--- src/rtl/uart_rx_fifo.sv ---
// rtl/uart_rx_fifo.sv - UART receiver with start/parity/stop checking and a FWFT receive FIFO
//
// Purpose:
//   Receives asynchronous serial frames (1 start bit, DATA_BITS data bits LSB
//   first, optional parity bit, 1 stop bit) and buffers good words in a
//   first-word-fall-through FIFO so the consumer can pop at its own pace.
//
// Ports:
//   clk          system clock, rising edge
//   reset_n      asynchronous active-low reset
//   rx           serial input, idle high, asynchronous to clk
//   rd_en        pop request, honoured only while rd_valid is high
//   rd_data      FIFO head word (valid while rd_valid is high)
//   rd_valid     FIFO not empty
//   fifo_full    FIFO holds FIFO_DEPTH words
//   busy         receiver is in the middle of a frame (or waiting out a break)
//   frame_err    one-cycle pulse: stop bit sampled low
//   parity_err   one-cycle pulse: parity mismatch with a good stop bit
//   overrun_err  one-cycle pulse: good word dropped because the FIFO was full

module uart_rx_fifo #(
    parameter int CLK_HZ     = 125_000_000,
    parameter int BAUD       = 9600,
    parameter int DATA_BITS  = 8,
    parameter int PARITY     = 0,
    parameter int FIFO_DEPTH = 4
) (
    input  logic                 clk,
    input  logic                 reset_n,
    input  logic                 rx,
    input  logic                 rd_en,
    output logic [DATA_BITS-1:0] rd_data,
    output logic                 rd_valid,
    output logic                 fifo_full,
    output logic                 busy,
    output logic                 frame_err,
    output logic                 parity_err,
    output logic                 overrun_err
);

    // Bit period rounded to the nearest clock, and the mid-bit offset used
    // to land every sample in the centre of its bit.
    localparam int DIV  = (CLK_HZ + BAUD / 2) / BAUD;
    localparam int HALF = DIV / 2;
    localparam int CW   = (DIV > 1) ? $clog2(DIV) : 1;
    localparam int AW   = $clog2(FIFO_DEPTH);

    localparam logic [CW-1:0] HALF_END = CW'(HALF - 1);
    localparam logic [CW-1:0] DIV_END  = CW'(DIV - 1);
    localparam logic [3:0]    BIT_LAST = 4'(DATA_BITS - 1);

    typedef enum logic [2:0] {
        S_IDLE,
        S_START,
        S_DATA,
        S_PARITY,
        S_STOP,
        S_BREAK
    } state_t;

    // ------------------------------------------------------------------
    // Input conditioning: two-flop synchroniser plus one more flop for
    // falling-edge detection. All reset high so reset never looks like
    // a start bit.
    // ------------------------------------------------------------------
    logic rx_meta;
    logic rx_sync;
    logic rx_prev;
    logic rx_fall;

    always_ff @(posedge clk or negedge reset_n) begin
        if (!reset_n) begin
            rx_meta <= 1'b1;
            rx_sync <= 1'b1;
            rx_prev <= 1'b1;
        end else begin
            rx_meta <= rx;
            rx_sync <= rx_meta;
            rx_prev <= rx_sync;
        end
    end

    assign rx_fall = rx_prev & ~rx_sync;

    // ------------------------------------------------------------------
    // Receiver FSM
    // ------------------------------------------------------------------
    state_t               state;
    logic [CW-1:0]        cnt;
    logic [3:0]           bit_cnt;
    logic [DATA_BITS-1:0] shreg;
    logic                 par_bad;
    logic                 par_expect;
    logic                 push_pend;

    // Even parity: parity bit equals the XOR of the data; odd inverts it.
    assign par_expect = (^shreg) ^ (PARITY == 1);

    always_ff @(posedge clk or negedge reset_n) begin
        if (!reset_n) begin
            state      <= S_IDLE;
            cnt        <= '0;
            bit_cnt    <= '0;
            shreg      <= '0;
            par_bad    <= 1'b0;
            push_pend  <= 1'b0;
            frame_err  <= 1'b0;
            parity_err <= 1'b0;
        end else begin
            frame_err  <= 1'b0;
            parity_err <= 1'b0;
            push_pend  <= 1'b0;

            case (state)
                S_IDLE: begin
                    if (rx_fall) begin
                        cnt   <= '0;
                        state <= S_START;
                    end
                end

                // Re-check the line at mid start bit; a high level means the
                // falling edge was a glitch and the frame is abandoned.
                S_START: begin
                    if (cnt == HALF_END) begin
                        cnt     <= '0;
                        bit_cnt <= '0;
                        par_bad <= 1'b0;
                        state   <= rx_sync ? S_IDLE : S_DATA;
                    end else begin
                        cnt <= cnt + CW'(1);
                    end
                end

                S_DATA: begin
                    if (cnt == DIV_END) begin
                        cnt   <= '0;
                        shreg <= {rx_sync, shreg[DATA_BITS-1:1]};
                        if (bit_cnt == BIT_LAST) begin
                            state <= (PARITY != 0) ? S_PARITY : S_STOP;
                        end else begin
                            bit_cnt <= bit_cnt + 4'd1;
                        end
                    end else begin
                        cnt <= cnt + CW'(1);
                    end
                end

                S_PARITY: begin
                    if (cnt == DIV_END) begin
                        cnt     <= '0;
                        par_bad <= (rx_sync != par_expect);
                        state   <= S_STOP;
                    end else begin
                        cnt <= cnt + CW'(1);
                    end
                end

                // Returning to IDLE straight from the stop sample re-arms the
                // edge detector in time for a back-to-back start bit. The word
                // stays in shreg for the push cycle that follows, since no new
                // data bit can arrive for at least half a bit period.
                S_STOP: begin
                    if (cnt == DIV_END) begin
                        cnt <= '0;
                        if (!rx_sync) begin
                            frame_err <= 1'b1;
                            state     <= S_BREAK;
                        end else if (par_bad) begin
                            parity_err <= 1'b1;
                            state      <= S_IDLE;
                        end else begin
                            push_pend <= 1'b1;
                            state     <= S_IDLE;
                        end
                    end else begin
                        cnt <= cnt + CW'(1);
                    end
                end

                // A line held low must return high before a new frame can
                // start, otherwise it would be re-read as endless zero frames.
                S_BREAK: begin
                    if (rx_sync) begin
                        state <= S_IDLE;
                    end
                end

                default: state <= S_IDLE;
            endcase
        end
    end

    assign busy = (state != S_IDLE);

    // ------------------------------------------------------------------
    // Receive FIFO: pointers carry one extra wrap bit so full and empty
    // are distinguishable without an occupancy counter.
    // ------------------------------------------------------------------
    logic [DATA_BITS-1:0] mem [FIFO_DEPTH];
    logic [AW:0]          wrptr;
    logic [AW:0]          rdptr;
    logic                 empty;
    logic                 full;
    logic                 do_push;
    logic                 do_pop;

    assign empty = (wrptr == rdptr);
    assign full  = (wrptr[AW-1:0] == rdptr[AW-1:0]) && (wrptr[AW] != rdptr[AW]);

    // A pop in the same cycle frees the slot, so a full FIFO still accepts
    // the word; the write lands on the head slot being released.
    assign do_pop      = rd_en & ~empty;
    assign do_push     = push_pend & (~full | do_pop);
    assign overrun_err = push_pend & full & ~rd_en;

    always_ff @(posedge clk or negedge reset_n) begin
        if (!reset_n) begin
            wrptr <= '0;
            rdptr <= '0;
        end else begin
            if (do_push) begin
                wrptr <= wrptr + 1'b1;
            end
            if (do_pop) begin
                rdptr <= rdptr + 1'b1;
            end
        end
    end

    always_ff @(posedge clk or negedge reset_n) begin
        if (!reset_n) begin
            for (int i = 0; i < FIFO_DEPTH; i++) begin
                mem[i] <= '0;
            end
        end else if (do_push) begin
            mem[wrptr[AW-1:0]] <= shreg;
        end
    end

    assign rd_data   = mem[rdptr[AW-1:0]];
    assign rd_valid  = ~empty;
    assign fifo_full = full;

endmodule

--- config.mk ---
export PLATFORM = sky130hd
export DESIGN_NAME = uart_rx_fifo
export DESIGN_NICKNAME = d
export VERILOG_FILES = /design/src/rtl/uart_rx_fifo.sv
export SDC_FILE = /design/constraint.sdc
export NUM_CORES = 1
export LEC_CHECK = 0
export CAP_MARGIN = 20
export CORE_MARGIN = 5
export CORE_UTILIZATION = 26
export CTS_CLUSTER_DIAMETER = 40
export CTS_CLUSTER_SIZE = 10
export DETAILED_ROUTE_END_ITERATION = 8
export MAX_ROUTING_LAYER = met4
export SETUP_SLACK_MARGIN = 0.15
export SLEW_MARGIN = 20
export SYNTH_ARGS = -nofsm -noshare
export SYNTH_HDL_FRONTEND = slang
export SYNTH_SLANG_ARGS = --single-unit
--- constraint.sdc ---
create_clock -name clk -period 2.6 [get_ports clk]
set_input_delay 0.52 -clock clk [delete_from_list [all_inputs] [get_ports clk]]
set_output_delay 0.52 -clock clk [all_outputs]
set_load 0.02 [all_outputs]
Figure 1. Cell sizes after repair (run 1).
Bar = 50 µm.
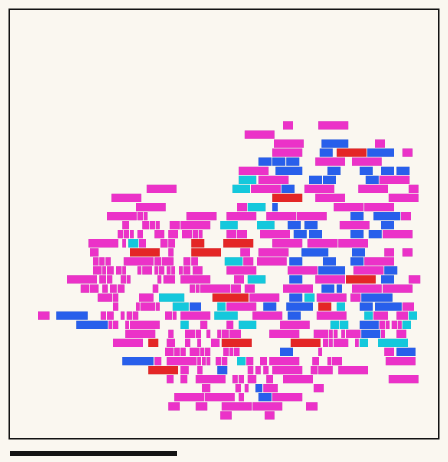
[red] drive 6 and up | cells: 13 | share: 3.9% | most used: clkbuf_16
[blue] drive 2 | cells: 54 | share: 16% | most used: mux2_2
[magenta] drive 1 or less | cells: 239 | share: 72% | most used: dfrtp_1
[cyan] drive 3 to 4 | cells: 24 | share: 7.3% | most used: buf_4

Figure 2. Clock wires, drivers and flops (run 1).
Bar = 50 µm.
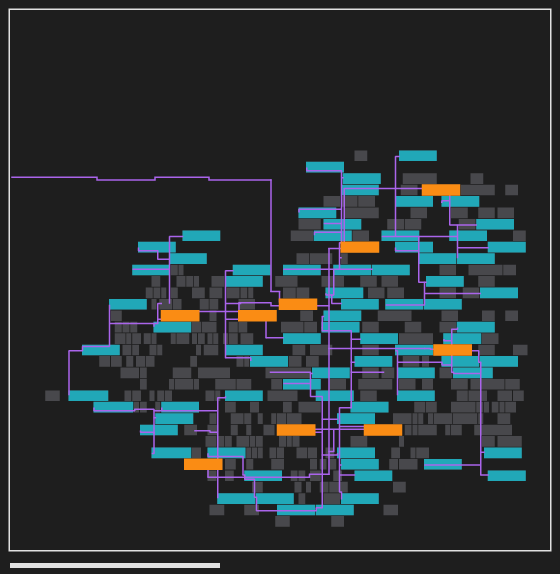
[purple] clock wires | length: 1,040 µm
[cyan] flip-flops | count: 74
[orange] cells driving clock nets | count: 9
routed clock nets: 10
Worst-Skew Late Latency: 0.34 ns
power in the clock group: 1260 µW
Worst Clk Skew: 0.00635 ns

==> flow_summary_export.csv, run 1 <==
group,metric,value,unit
outcome,status,"finished clean",
synthesis,adder_share,0.0308,
synthesis,ys_warn_count,0,
routing,drt-pass1-iter-count,4,
place,gp_congestion,0.817,
pwr,p_comb_frac,0.221,
synthesis,top_logic_kind,"multiplexers",
final_layout,fin_nets,338,
final_layout,mostFrequentLayoutCell,"dfrtp_1",
global_route,top_usage_layer,"met2",
worst_setup_path,end_kind,"output port",
global_route,grt-ovfl-total,0,
final_layout,fillerInstances,1360,
synthesis,edf_count,0,
global_route,grt_pass1_vias,2469,
die,die_w,129,µm
timing,rsz0062_at_grt,"yes",
final_layout,layout-drive-gt1-share,0.276,
place,dp_hpwl,4790,µm
worst_setup_path,path_max_fanout,4,
cts,cts-root-to-sink-buffers,2,
pwr,vdd_ir_drop_max,0.371,mV
final_layout,registers.top_by_ff_count,"mem",
worst_setup_path,cp-start-kind,"register",
place,pre_cts_ws,-0.137,ns
routing,drc_errors,0,
global_route,grt_antenna_before_repair,0,
routing,drtIter0Drc,152,
global_route,gr-usage-met1,0.121,
min_path,hold_path_class,"primary input to async pin",
synthesis,simple_gate_area_frac,0.126,
final_layout,top_regs,"mem: 32 flops, cnt: 14 flops, shreg: 8 flops",
timing,period_needed,2.38,ns
worst_setup_path,cp.arrival,1.86,ns
pwr,netSwitchingPower,1010,µW
timing,setup_ws,0.220,ns
worst_setup_path,crit_path_start,"rdptr[0]",
synthesis,synth_nets,311,
die,initCoreUtil,0.264,
global_route,grt_use_met2,0.150,
cts,cts.repair.resized,12,
die,ioPinCount,18,
synthesis,mux_share,0.187,
cts,cts_setup_buffers,0,
place,port_buffers,17,
cts,htreeDepth,3,
pwr,p_int,2310,µW
synthesis,syn_avg_cell_area,12.3,µm²
synthesis,yosysCellCount,298,
worst_setup_path,endpoint,"rd_data[0]",
final_layout,areaGrowthSynthToFinish,20.3,%
cts,clockRootBuffer,"clkbuf_16",
synthesis,ys_area,3650,µm²
synthesis,ff_type,"dfrtp_1",
worst_setup_path,max_stage_delay,0.56,ns
synthesis,synth_cells,298,
timing,min_period_over_period,0.915,
synthesis,xor_share,0.0456,
cts,cts.sinks,74,
die,rows,43,
routing,drt-total-wl,7070,µm
global_route,grt_start_max_net_pins,75,
timing,finalHoldViolations,0,
worst_setup_path,worstPathRequired,2.08,ns
Figure 3. Register map, names as in the netlist (run 1).
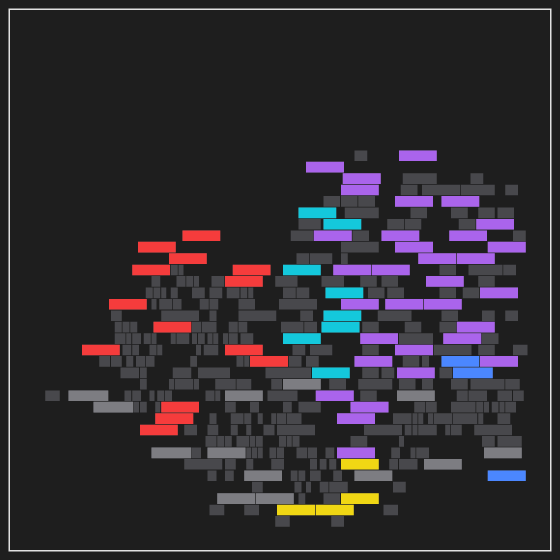
[yellow] `bit_cnt` | sequential cells: 4
[purple] `mem` | sequential cells: 32 | where: east
[blue] `rdptr` | sequential cells: 3
[cyan] `shreg` | sequential cells: 8 | where: center
[red] `cnt` | sequential cells: 14
not colored: 13
register area: 1860 µm²
fraction of area in registers: 0.423
final core occ: 0.318
sequential power: 1320 µW

==> run 1: final cells by class <==
type,count,area (µm²),share of cell area
Sequential cell,74,1860,0.423
Multi-Input combinational cell,203,1730,0.395
Timing Repair Buffer,27,236,0.0538
Clock buffer,9,225,0.0513
Tap cell,180,225,0.0513
Clock inverter,7,77.6,0.0177
Inverter,10,37.5,0.00854
==> run 1: per-stage QoR <==
stage / TNS, ns / hold slack (ns) / util
6_report: 0 / 0.324 / 0.318
5_1_grt: 0 / 0.361 / 0.318
4_1_cts: 0 / 0.357 / 0.316
3_5_place_dp: -0.137 / 0.348 / 0.293
3_3_place_gp: -0.145 / 0.348 / 0.293
2_1_floorplan: 0 / 0.224 / -
==> run 1: cells in the mapped netlist, types with 3 or more instances <==
cell type  instances
dfstp_2            3
xnor2_1           14
a31oi_1            3
buf_2              6
mux2_2            34
o22ai_1            3
nor2_1             7
nand3_1           10
inv_1             10
o21ai_0           20
ha_1               9
nor3_1             4
nand2_1           23
or3_1              5
dfrtp_1           71
and2_1             3
and3_1             5
a21o_1             3
xor2_1             5
clkbuf_1           3
mux2_4             8
mux4_2             8
a21oi_1           10
nand4_1            3
==> run 1: kinds of logic (layout without fill, tap and decap cells) <==
logic type | count (synthesis) | in the layout
AOI/OAI and AO/OA | 46 | 46
xor gates and xnor gates | 19 | 19
adders and majority gates | 9 | 9
buffers and inverters | 21 | 53
DFF | 74 | 74
muxes | 50 | 50
and+or+nand+nor | 79 | 79
==> run 1: power by group through the flow <==
stage                     Sequential (µW)  Combinational [µW]  Clock, µW
after floorplan                      1280                 538          0
after global placement               1330                 698          0
after detailed placement             1340                 705          0
after CTS                            1320                 730       1300
after global routing                 1340                 818       1350
final                                1320                 732       1260
Figure 4. Gate families picked out (run 1).
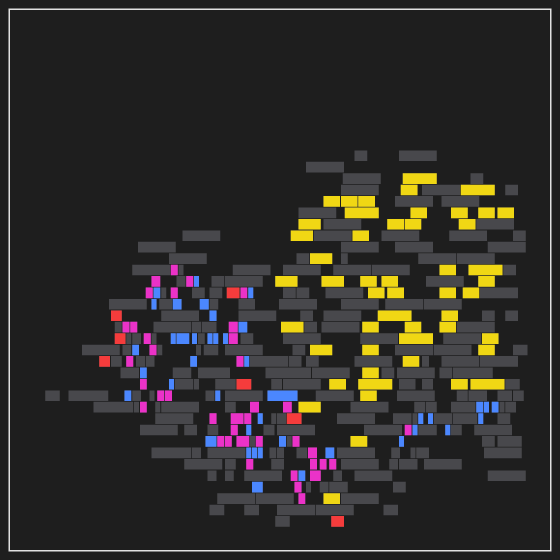

==> inputs of run 2 (changes only) <==
==> constraint.sdc (replaced) <==
create_clock -name clk -period 1.9 [get_ports clk]
set_input_delay 0.38 -clock clk [delete_from_list [all_inputs] [get_ports clk]]
set_output_delay 0.38 -clock clk [all_outputs]
set_load 0.02 [all_outputs]
Figure 5. Gate families picked out (run 2).
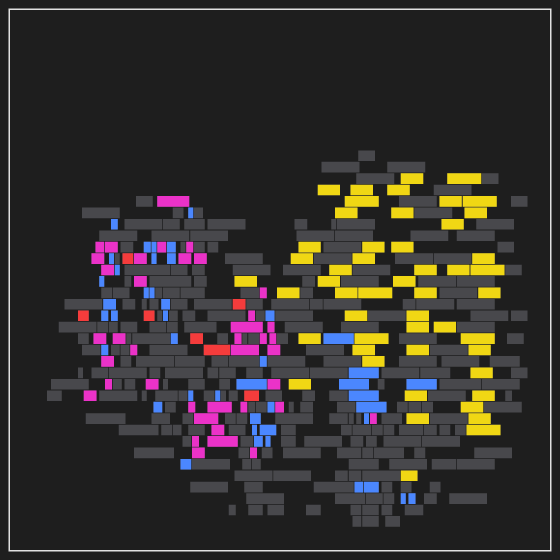
[magenta] inverting AOI/OAI gates | cells: 39 | most used: o21ai_2
[yellow] multiplexers | cells: 50 | most used: mux2_4
[blue] NAND gates | cells: 43 | most used: nand2_1
[red] AND-OR and OR-AND gates | cells: 7 | most used: a21o_1

Figure 6. Cell sizes after repair (run 2).
Bar = 50 µm.
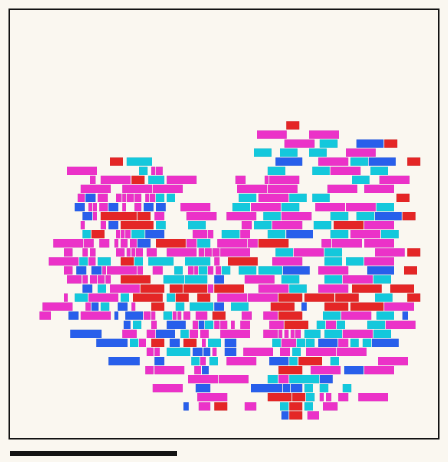
[magenta] drive 1 or less | cells: 182 | share: 48% | most used: dfrtp_1
[red] drive 6 and up | cells: 48 | share: 13% | most used: buf_6
[blue] drive 2 | cells: 53 | share: 14% | most used: o21ai_2
[cyan] drive 3 to 4 | cells: 96 | share: 25% | most used: mux2_4

==> run 2 against run 1 <==
Net effect: the run now ends with negative setup slack left; clock skew is 0.0041 ns higher; non-clock buffer count rose by 48; worst hold slack worse by 0.28 ns; sequential share of layout area shrank 7.7 points; global-route usage grew 1.3 points; synthesized cell count is the same; via count up 11%; routed wire length is 18% higher; synthesized area did not move; largest power group is now combinational logic; sequential power is 33% higher; utilization rose by 7.1 points.
==> flow_summary_export.csv, run 2 <==
group,metric,value,unit
outcome,status,"finished with violations",
outcome,failed_checks,"negative setup slack",
worst_setup_path,end_kind,"output port",
worst_setup_path,max_stage_delay,0.50,ns
cts,cts.sinks,74,
synthesis,yosys.area.top_type_share,0.486,
synthesis,ys_area,3650,µm²
global_route,gr-usage-met1,0.139,
worst_setup_path,r2r_end,"cnt[8]",
routing,drc_errors,0,
cts,clk_latency,0.33,ns
cts,clkTransAtPathRegs,0.06,ns
final_layout,layout-drive-gt1-share,0.520,
worst_setup_path,regToRegSetupSlack,-0.07,ns
global_route,grt_use_met2,0.183,
timing,period_needed,2.03,ns
timing,skew,0.0105,ns
routing,drtIter0Drc,226,
worst_setup_path,crit_chain,"buf_12, buf_16, mux4_2, buf_6",
place,port_buffers,17,
synthesis,syn_avg_cell_area,12.3,µm²
synthesis,area_leaders,"dfrtp_1, mux2_2, mux4_2",
place,dp_hpwl,5190,µm
synthesis,edf_count,0,
worst_setup_path,critPathKind,"register to output port",
worst_setup_path,crit_path_start,"rdptr[0]",
final_layout,fin_nets,388,
final_layout,top_regs,"mem: 32 flops, cnt: 14 flops, shreg: 8 flops",
final_layout,registers.top_by_ff_count,"mem",
global_route,grt_pass1_vias,2785,
cts,cts-buffers-inserted,9,
routing,drt-pass1-iter-count,4,
worst_setup_path,endpoint,"rd_data[0]",
timing,fin_setup_tns,-1.51,ns
global_route,grt_start_max_net_pins,29,
final_layout,post-route-util,0.389,
routing,drt-total-wl,8330,µm
global_route,top_usage_layer,"met2",
timing,slew_headroom,0.585,
cts,clockRootBuffer,"clkbuf_16",
timing,rsz0062_at_grt,"yes",
timing,setup_ws,-0.131,ns
worst_setup_path,cp-start-kind,"register",
worst_setup_path,r2r_cells,7,
synthesis,ff_type,"dfrtp_1",
synthesis,synthTopCellsByCount,"dfrtp_1, mux2_2, nand2_1, o21ai_0, xnor2_1",
synthesis,ys_warn_count,0,
worst_setup_path,cp.depth,4,
synthesis,synth_cells,298,
final_layout,mostFrequentLayoutCell,"dfrtp_1",
synthesis,syn_area,3650,µm²
die,core-area,13800,µm²
place,pre_cts_ws,-0.578,ns
routing,ant_nets,0,
routing,maxUsedRoutingLayer,"met4",
place,gp_congestion,0.814,
final_layout,areaGrowthSynthToFinish,47.2,%
synthesis,synth_nets,311,
timing,worstMarginPinSlew,0.618,ns
synthesis,synth_flops,74,
worst_setup_path,cp.arrival,1.65,ns
synthesis,top_area_cell,"dfrtp_1",
final_layout,antenna_cells,0,
global_route,grt_antenna_before_repair,0,
timing,min_period_over_period,1.07,
global_route,grt-ovfl-total,0,
worst_setup_path,timing.rr.start,"cnt[0]",
routing,wl_per_cell,14.9,µm
cts,htreeDepth,3,
synthesis,ys_seq_frac,0.508,
cts,cts-root-to-sink-buffers,2,
die,initCoreUtil,0.264,
synthesis,yosysCellCount,298,
timing,maxSlewViolCount,0,
die,rows,43,
timing,finalHoldViolations,0,
worst_setup_path,path_max_fanout,4,
worst_setup_path,cp_top_family,"multiplexers",
synthesis,synth.most_common_cell,"dfrtp_1",
die,ioPinCount,18,
routing,vias,2614,
timing,setup_viol,28,
cts,cts_tree,"built",
die,die_w,129,µm
worst_setup_path,worstPathRequired,1.52,ns
min_path,hold_path_class,"primary input to async pin",
pwr,vdd_ir_drop_max,0.502,mV
Figure 7. Register map, names as in the netlist (run 2).
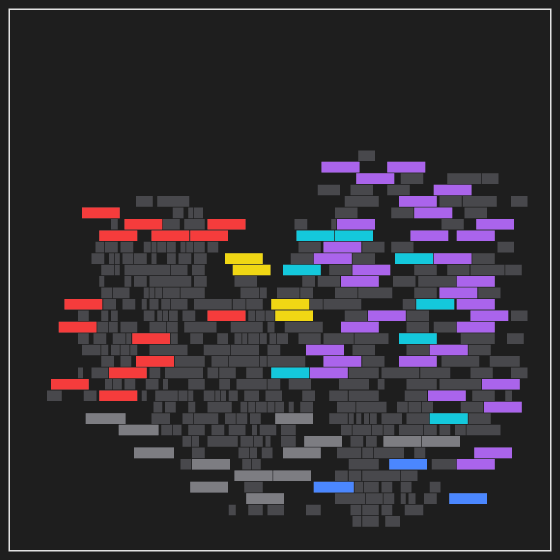
[red] `cnt` | sequential cells: 14 | where: west
[yellow] `bit_cnt` | sequential cells: 4 | where: center
[cyan] `shreg` | sequential cells: 8
[purple] `mem` | sequential cells: 32 | where: east
[blue] `rdptr` | sequential cells: 3
not colored: 13

[run 2: cell counts after synthesis]
Identical to the previous run, type by type.
[run 2: cell type report]
type,instances,area (µm²)
inverters,10,37.5
well taps,180,225
clock inverters,5,56.3
multi-input cells,205,2190
flip-flops and latches,74,1860
clock buffers,10,229
fillers,1270,8450
repair buffers,75,786
[run 2: what timing repair did]
action                     in CTS  in global routing
buffers inserted               14                  5
gates resized                 132                 26
cloned                          5                  1
pin swaps                      19                 10
setup endpoints to repair      80                 79
hold endpoints to repair        0                  0
[run 2: worst min path at each step]
stage | start | end | slack (ns) | depth (start not counted)
after floorplan | reset_n | bit_cnt[0] | 0.08 | 0
after global routing | reset_n | mem[0] | 0.10 | 1
after detailed placement | rx_meta | rx_sync | 0.35 | 0
after global placement | rx_meta | rx_sync | 0.35 | 0
final | reset_n | mem[0] | 0.05 | 1
after CTS | reset_n | mem[0] | 0.06 | 1
[run 2: logic make-up (layout without fill, tap and decap cells)]
family | count (synthesis) | count (layout) | share of synthesized area
simple gates | 79 | 81 | 0.126
fa+ha+maj | 9 | 9 | 0.0308
xor+xnor | 19 | 19 | 0.0456
buf+inv | 21 | 100 | 0.0277
flops | 74 | 74 | 0.508
mux | 50 | 50 | 0.187
compound gates | 46 | 46 | 0.0743
[run 2: per-stage QoR]
stage / cell area (µm²) / power [µW] / hold slack, ns
floorplan: 3880 / 2550 / 0.0844
global placement: 4500 / 3040 / 0.347
detailed placement: 4500 / 3070 / 0.347
CTS: 5210 / 5340 / 0.0576
global route: 5380 / 5770 / 0.100
finish: 5380 / 5490 / 0.0489
[run 2: power breakdown]
part / total, µW / internal, µW / switching (µW)
sequential: 1760 / 1670 / 87.1
combinational: 2090 / 1120 / 964
clock: 1640 / 1010 / 637
total: 5490 / 3800 / 1690
Figure 8. Clock wires, drivers and flops (run 2).
Bar = 50 µm.
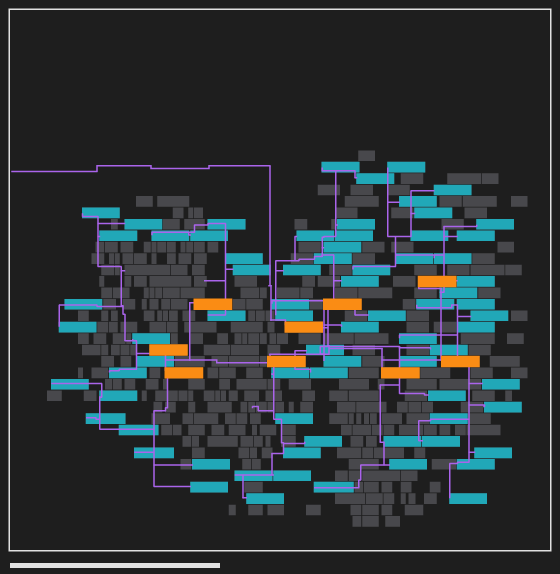

==> inputs of run 3 (changes only) <==
--- a/config.mk
+++ b/config.mk
@@ -6,11 +6,11 @@
 export NUM_CORES = 1
 export LEC_CHECK = 0
 export CAP_MARGIN = 20
-export CORE_MARGIN = 5
 export CORE_UTILIZATION = 26
 export CTS_CLUSTER_DIAMETER = 40
 export CTS_CLUSTER_SIZE = 10
 export DETAILED_ROUTE_END_ITERATION = 8
+export DONT_BUFFER_PORTS = 1
 export MAX_ROUTING_LAYER = met4
 export SETUP_SLACK_MARGIN = 0.15
 export SLEW_MARGIN = 20
==> constraint.sdc (replaced) <==
create_clock -name clk -period 2.5 [get_ports clk]
set_input_delay 0.5 -clock clk [delete_from_list [all_inputs] [get_ports clk]]
set_output_delay 0.5 -clock clk [all_outputs]
set_load 0.02 [all_outputs]
Figure 9. Clock wires, drivers and flops (run 3).
Bar = 20 µm.
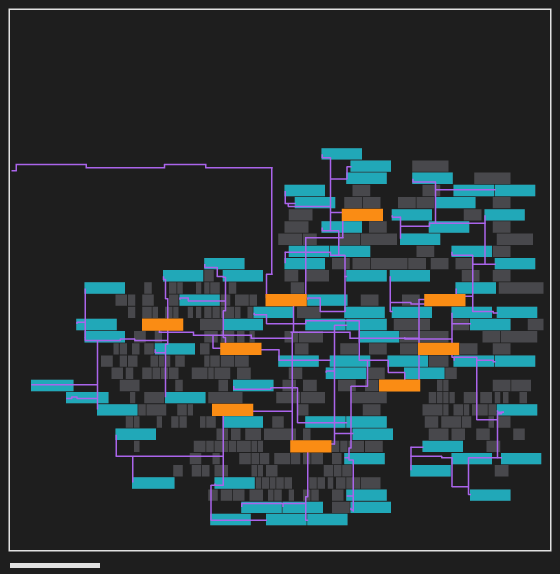
[purple] clock wires | length: 1,050 µm
[orange] cells driving clock nets | count: 9
[cyan] flip-flops | count: 74
routed clock nets: 10
power share of the clock group: 0.391
Worst Clk Skew: 0.00839 ns

Figure 10. Register map, names as in the netlist (run 3).
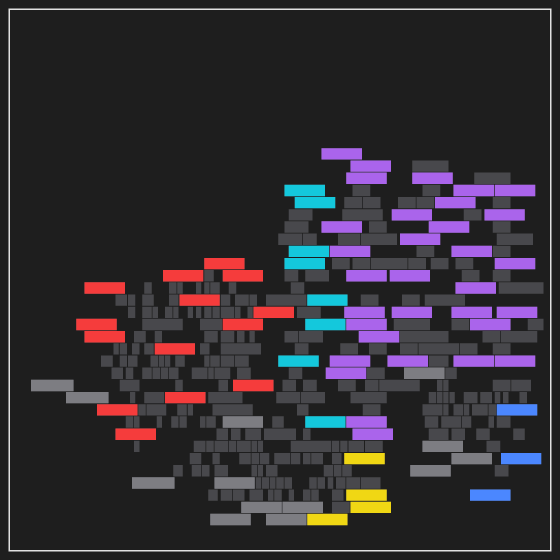
[cyan] `shreg` | sequential cells: 8 | where: center
[purple] `mem` | sequential cells: 32
[red] `cnt` | sequential cells: 14
[blue] `rdptr` | sequential cells: 3
[yellow] `bit_cnt` | sequential cells: 4
not colored: 13
fraction of area in registers: 0.440
sequential power: 1330 µW
final core occ: 0.314

Figure 11. Clock routing (run 3).
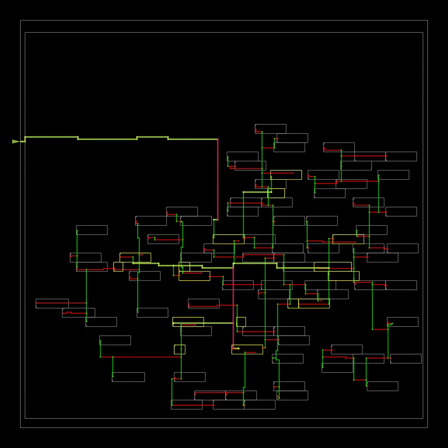
TritonCTS buffer count: 9
Seq cells: 74
power in the clock group: 1330 µW

==> run 3 against run 2 <==
Net effect: final cell count down 13%; die size is 12% lower; flip-flop count stayed put; via count shrank 10%; count of clock-buffer cells in the layout unchanged; the flow now finishes without violations; clock power fell by 19%; final area decreased by 22%; largest cell class is now flip-flops and latches; total power shrank 38%; first-iteration DRC count shrank 33%; largest power group is now sequential cells; global-route usage up 0.21 points; worst hold slack worse by 0.0035 ns.
==> flow_summary_export.csv, run 3 <==
group,metric,value,unit
worst_setup_path,r2r_end,"cnt[7]",
timing,fin_setup_tns,0,ns
worst_setup_path,path_max_fanout,13,
routing,vias,2344,
worst_setup_path,regToRegSetupSlack,0.26,ns
cts,clk_latency,0.33,ns
global_route,grt_antenna_before_repair,0,
synthesis,mux_share,0.187,
cts,clkTransAtPathRegs,0.06,ns
synthesis,yosys.area.top_type_share,0.486,
worst_setup_path,crit_path_start,"cnt[5]",
synthesis,area_leaders,"dfrtp_1, mux2_2, mux4_2",
timing,worstMarginPinSlew,0.444,ns
place,placed_cell_area,3860,µm²
cts,clockRootBuffer,"clkbuf_16",
worst_setup_path,critPathKind,"register to register",
worst_setup_path,end_kind,"register",
die,ioPinCount,18,
synthesis,top_logic_kind,"multiplexers",
worst_setup_path,timing.rr.start,"cnt[5]",
final_layout,mostFrequentLayoutCell,"dfrtp_1",
pwr,finalPower,3410,µW
pwr,p_sw_frac,0.305,
global_route,grt-ovfl-total,0,
pwr,netSwitchingPower,1040,µW
synthesis,synthTopCellsByCount,"dfrtp_1, mux2_2, nand2_1, o21ai_0, xnor2_1",
routing,drtIter0Drc,151,
final_layout,areaGrowthSynthToFinish,15.6,%
synthesis,synth_cells,298,
synthesis,xor_share,0.0456,
worst_setup_path,cp-start-kind,"register",
place,gp_congestion,0.787,
die,rows,42,
synthesis,synth_nets,311,
worst_setup_path,crit_chain,"or4b_4, nor4_4, o22a_2, o21ai_0, a21o_1",
min_path,hold_path_class,"primary input to async pin",
final_layout,fin_nets,321,
worst_setup_path,cp.arrival,2.45,ns
worst_setup_path,worstPathRequired,2.71,ns
synthesis,synth.most_common_cell,"dfrtp_1",
synthesis,syn_area,3650,µm²
cts,cts_tree,"built",
pwr,p_int,2370,µW
cts,cts.sinks,74,
final_layout,layout-drive-gt1-share,0.265,
global_route,grt_pass1_vias,2323,
timing,hold_ws,0.0454,ns
pwr,vdd_ir_drop_max,0.294,mV
outcome,status,"finished clean",
routing,drt-pass1-iter-count,4,
timing,min_period_over_period,0.895,
synthesis,simple_gate_area_frac,0.126,
place,pre_cts_ws,0.156,ns
synthesis,ys_seq_frac,0.508,
cts,cts-root-to-sink-buffers,2,
routing,wl_per_cell,14.9,µm
routing,drt-total-wl,7300,µm
final_layout,antenna_cells,0,
synthesis,ys_warn_count,0,
worst_setup_path,max_stage_delay,0.57,ns
worst_setup_path,endpoint,"cnt[7]",
timing,finalHoldViolations,0,
final_layout,top_regs,"mem: 32 flops, cnt: 14 flops, shreg: 8 flops",
die,initCoreUtil,0.271,
pwr,p_comb_frac,0.217,
synthesis,adder_share,0.0308,
synthesis,syn_avg_cell_area,12.3,µm²
timing,maxSlewViolCount,0,
place,dp_hpwl,4650,µm
timing,period_needed,2.24,ns
routing,drc_errors,0,
timing,slew_headroom,0.703,
worst_setup_path,r2r_cells,5,
cts,htreeDepth,3,
synthesis,top_area_cell,"dfrtp_1",
pwr,pwr-share-seq,0.392,
global_route,grt_start_max_net_pins,72,
timing,setup_viol,0,
synthesis,ff_type,"dfrtp_1",
synthesis,ys_area,3650,µm²
final_layout,registers.top_by_ff_count,"mem",
synthesis,synth_flops,74,
synthesis,yosysCellCount,298,
synthesis,edf_count,0,
timing,setup_ws,0.262,ns
timing,rsz0062_at_grt,"no",
place,port_buffers,0,
final_layout,design_area,4220,µm²
die,core-area,13500,µm²
routing,ant_nets,0,
==> run 3: power groups by stage <==
| stage | combinational, µW | clock [µW] | sequential, µW |
|---|---|---|---|
| CTS | 748 | 1370 | 1340 |
| floorplan | 560 | 0 | 1330 |
| global route | 824 | 1420 | 1350 |
| global placement | 697 | 0 | 1350 |
| detailed placement | 710 | 0 | 1360 |
| finish | 741 | 1330 | 1330 |
==> run 3: cells by family after synthesis <==
logic type               after synthesis
flip-flops                            74
AND-OR/OR-AND                         46
buffers and inverters                 21
XOR/XNOR                              19
multiplexers                          50
adder cells (fa/ha/maj)                9
AND/OR/NAND/NOR                       79
==> run 3: final cells by class <==
type / count / area [µm²]
flip-flops and latches: 74 / 1860
multi-input cells: 203 / 1700
inverters: 10 / 37.5
clock inverters: 6 / 71.3
repair buffers: 10 / 100
well taps: 176 / 220
clock buffers: 10 / 239
fillers: 1355 / 9230
==> run 3: worst max-delay path, delay by kind of cell, from the launching register on <==
family | cells | cell delay [ns]
simple gates | 2 | 0.98
compound gates | 3 | 0.67
flops | 1 | 0.47
==> run 3: routing by layer <==
metal | wire length [µm] | part of all wire | GRT usage | vias to the layer above
met5 | 0 | 0 | - | -
li1 | - | - | - | 1098
met3 | 283 | 0.039 | 0.0302 | 7
met2 | 3480 | 0.48 | 0.178 | 45
met4 | 52 | 0.0071 | 0.0363 | 0
met1 | 3490 | 0.48 | 0.140 | 1194
==> run 3: repair_timing <==
item	in CTS	in global routing
buffers inserted	0	0
hold buffers	2	1
hold endpoints to repair	71	1
gates resized	1	0
endpoints found under the setup margin	1	0
Power and IR drop assume default switching activity.
